<file path="src/rtl/banco_registros_sb.sv">
// Purpose : register file (2 combinational read ports, 1 write port) with a per-register busy scoreboard.
// Latency : reads and busy flags are combinational; writes, busy bits and busy_count update on the rising edge.
// Backpressure: none; the decode stage uses busy1/busy2 to stall on RAW hazards.
//
// Ports:
//   clk, rsta                  clock, asynchronous active-low reset
//   read_reg1/2 -> read_data1/2, busy1/2   combinational read of data and busy flag
//   RegWrite, write_reg, write_data        writeback (stores data, clears busy)
//   issue_valid, issue_rd                  issue (marks destination busy)
//   busy_count                             registered population count of busy bits
//
// Optional macro BANCO_REGISTROS_BYPASS_EN: same-cycle write-through of writeback data
// and busy clear onto the read ports.
module banco_registros_sb #(
  parameter int XLEN     = 32,
  parameter int NREGS    = 32,
  parameter int ZERO_REG = 1,
  localparam int AW      = $clog2(NREGS)
) (
  input  logic            clk,
  input  logic            rsta,
  input  logic [AW-1:0]   read_reg1,
  input  logic [AW-1:0]   read_reg2,
  output logic [XLEN-1:0] read_data1,
  output logic [XLEN-1:0] read_data2,
  output logic            busy1,
  output logic            busy2,
  input  logic            RegWrite,
  input  logic [AW-1:0]   write_reg,
  input  logic [XLEN-1:0] write_data,
  input  logic            issue_valid,
  input  logic [AW-1:0]   issue_rd,
  output logic [AW:0]     busy_count
);

  localparam bit ZR = (ZERO_REG != 0);

  logic [XLEN-1:0]  regs_q [NREGS];
  logic [NREGS-1:0] busy_q;
  logic [NREGS-1:0] busy_d;
  logic [AW:0]      busy_count_q;
  logic [AW:0]      busy_count_d;

  logic wr_en;
  logic iss_en;
  logic cnt_inc;
  logic cnt_dec;

  // Register 0 is invisible to both write and issue when it is hardwired.
  assign wr_en  = RegWrite    && !(ZR && (write_reg == '0));
  assign iss_en = issue_valid && !(ZR && (issue_rd  == '0));

  // Clear for writeback first, then set for issue, so a same-cycle issue wins.
  always_comb begin
    busy_d = busy_q;
    if (wr_en)  busy_d[write_reg] = 1'b0;
    if (iss_en) busy_d[issue_rd]  = 1'b1;
  end

  // Incremental count: a set only counts if the bit was clear; a clear only
  // counts if the bit was set and is not re-claimed by an issue this cycle.
  assign cnt_inc = iss_en && !busy_q[issue_rd];
  assign cnt_dec = wr_en && busy_q[write_reg] && !(iss_en && (issue_rd == write_reg));

  always_comb begin
    busy_count_d = busy_count_q + (AW+1)'(cnt_inc) - (AW+1)'(cnt_dec);
  end

  always_ff @(posedge clk or negedge rsta) begin
    if (!rsta) begin
      busy_q       <= '0;
      busy_count_q <= '0;
    end else begin
      busy_q       <= busy_d;
      busy_count_q <= busy_count_d;
    end
  end

  always_ff @(posedge clk or negedge rsta) begin
    if (!rsta) begin
      for (int i = 0; i < NREGS; i++) begin
        regs_q[i] <= '0;
      end
    end else if (wr_en) begin
      regs_q[write_reg] <= write_data;
    end
  end

  assign busy_count = busy_count_q;

  // Read port 1
  always_comb begin
    read_data1 = regs_q[read_reg1];
    busy1      = busy_q[read_reg1];
`ifdef BANCO_REGISTROS_BYPASS_EN
    // Bypass is suppressed while reset is held so outputs read 0 during reset.
    if (rsta && wr_en && (write_reg == read_reg1)) begin
      read_data1 = write_data;
      busy1      = iss_en && (issue_rd == read_reg1);
    end
`endif
    if (ZR && (read_reg1 == '0)) begin
      read_data1 = '0;
      busy1      = 1'b0;
    end
  end

  // Read port 2
  always_comb begin
    read_data2 = regs_q[read_reg2];
    busy2      = busy_q[read_reg2];
`ifdef BANCO_REGISTROS_BYPASS_EN
    if (rsta && wr_en && (write_reg == read_reg2)) begin
      read_data2 = write_data;
      busy2      = iss_en && (issue_rd == read_reg2);
    end
`endif
    if (ZR && (read_reg2 == '0)) begin
      read_data2 = '0;
      busy2      = 1'b0;
    end
  end

endmodule

</file>
<file path="config.mk">
export PLATFORM = sky130hd
export DESIGN_NAME = banco_registros_sb
export DESIGN_NICKNAME = d
export VERILOG_FILES = /design/src/rtl/banco_registros_sb.sv
export SDC_FILE = /design/constraint.sdc
export NUM_CORES = 2
export LEC_CHECK = 0
export CAP_MARGIN = 5
export CORE_MARGIN = 4
export CORE_UTILIZATION = 50
export DETAILED_ROUTE_END_ITERATION = 8
export GPL_ROUTABILITY_DRIVEN = 1
export PLACE_DENSITY = 0.66
export SETUP_SLACK_MARGIN = 0.2
export SKIP_LAST_GASP = 1
export SLEW_MARGIN = 5
export SYNTH_ARGS = -nofsm -noshare
export SYNTH_HDL_FRONTEND = slang
export SYNTH_SLANG_ARGS = --single-unit
</file>
<file path="constraint.sdc">
create_clock -name clk -period 3.45 [get_ports clk]
set_input_delay 0.69 -clock clk [delete_from_list [all_inputs] [get_ports clk]]
set_output_delay 0.69 -clock clk [all_outputs]
set_load 0.1 [all_outputs]
</file>
final_clocks.png
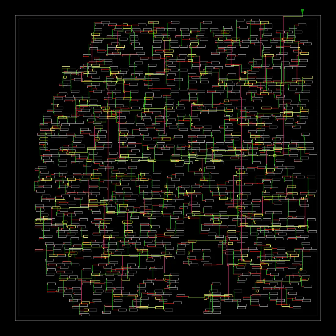
TritonCTS Buffers: 116
flop count: 1062
# clk buffers: 159
Clock net power: 13.4 mW

met1.png
Supply wires on this layer in grey. Cells faint in the background.
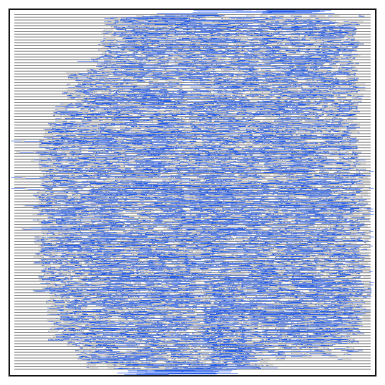
The layer holds 41% of the routed length. 3871 nets have wire on it. The wires run mostly horizontal. The longest straight run is 109 µm. The layer carries 76.0 mm of wire.
via count: 37440
met1 Use GR: 41.90%
Detailed Route WL: 183400 µm

==> results.sh <==
# physical design summary
export IMPL_min_from="regs_q[1016]"
export IMPL_ys_sh_aoi_pct=4.434
export IMPL_n_all_inverters=6
export IMPL_final_comb_area_um2=30540
export IMPL_status="finished, final reports clean"
export IMPL_fin_cells=5639
export IMPL_largest_register_ff_count=1024
export IMPL_hold_violations=0
export IMPL_core_area_um2=116000
export IMPL_fp_nets=3812
export IMPL_slew_headroom_pct=21.21
export IMPL_critPathSlowestCell="o2111a_1"
export IMPL_cts_tree="yes"
export IMPL_antenna_found_initial=2
export IMPL_hold_buffers=1
export IMPL_root_buffer="clkbuf_16"
export IMPL_warning_count=30
export IMPL_yosys_mux_area_fraction_pct=42.46
export IMPL_r2r_end="busy_count[5]"
export IMPL_post_route_util_pct=61.15
export IMPL_critPathLaunch="read_reg2[1]"
clock_map.png
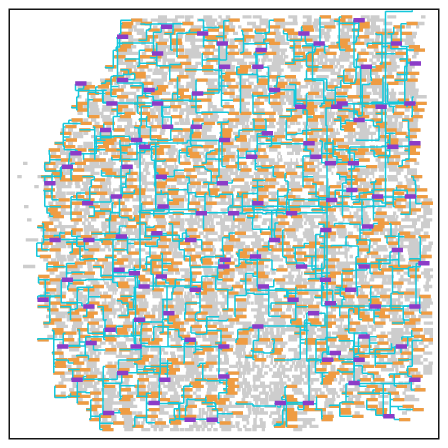
Key: clock wires = cyan [length 13900 µm]; cells driving clock nets = purple [count 116]; flip-flops = orange [count 1062]
Position of the flops: all over the die. There are 117 routed clock nets.
Worst-Skew Late Latency: 0.71 ns
Clk pwr share: 32.7%
clk_skew: 0.007875 ns

drive_strength.png
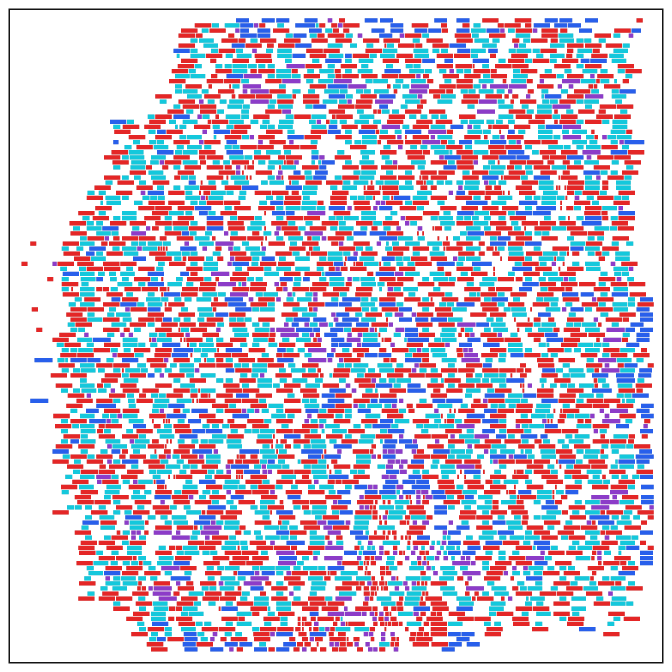
Key: drive 1 or less = red [cells 1666, share 40%]; drive 2 = cyan [cells 1641, share 40%]; drive 6 and up = blue [cells 411, share 10%]; drive 3 to 4 = purple [cells 396, share 9.6%]
Syn-to-layout area delta: 21.61%
bufs w/o clock: 592
cell area after layout: 70970 µm²

Power figures rest on the tool's default switching activity, not on a simulated workload.
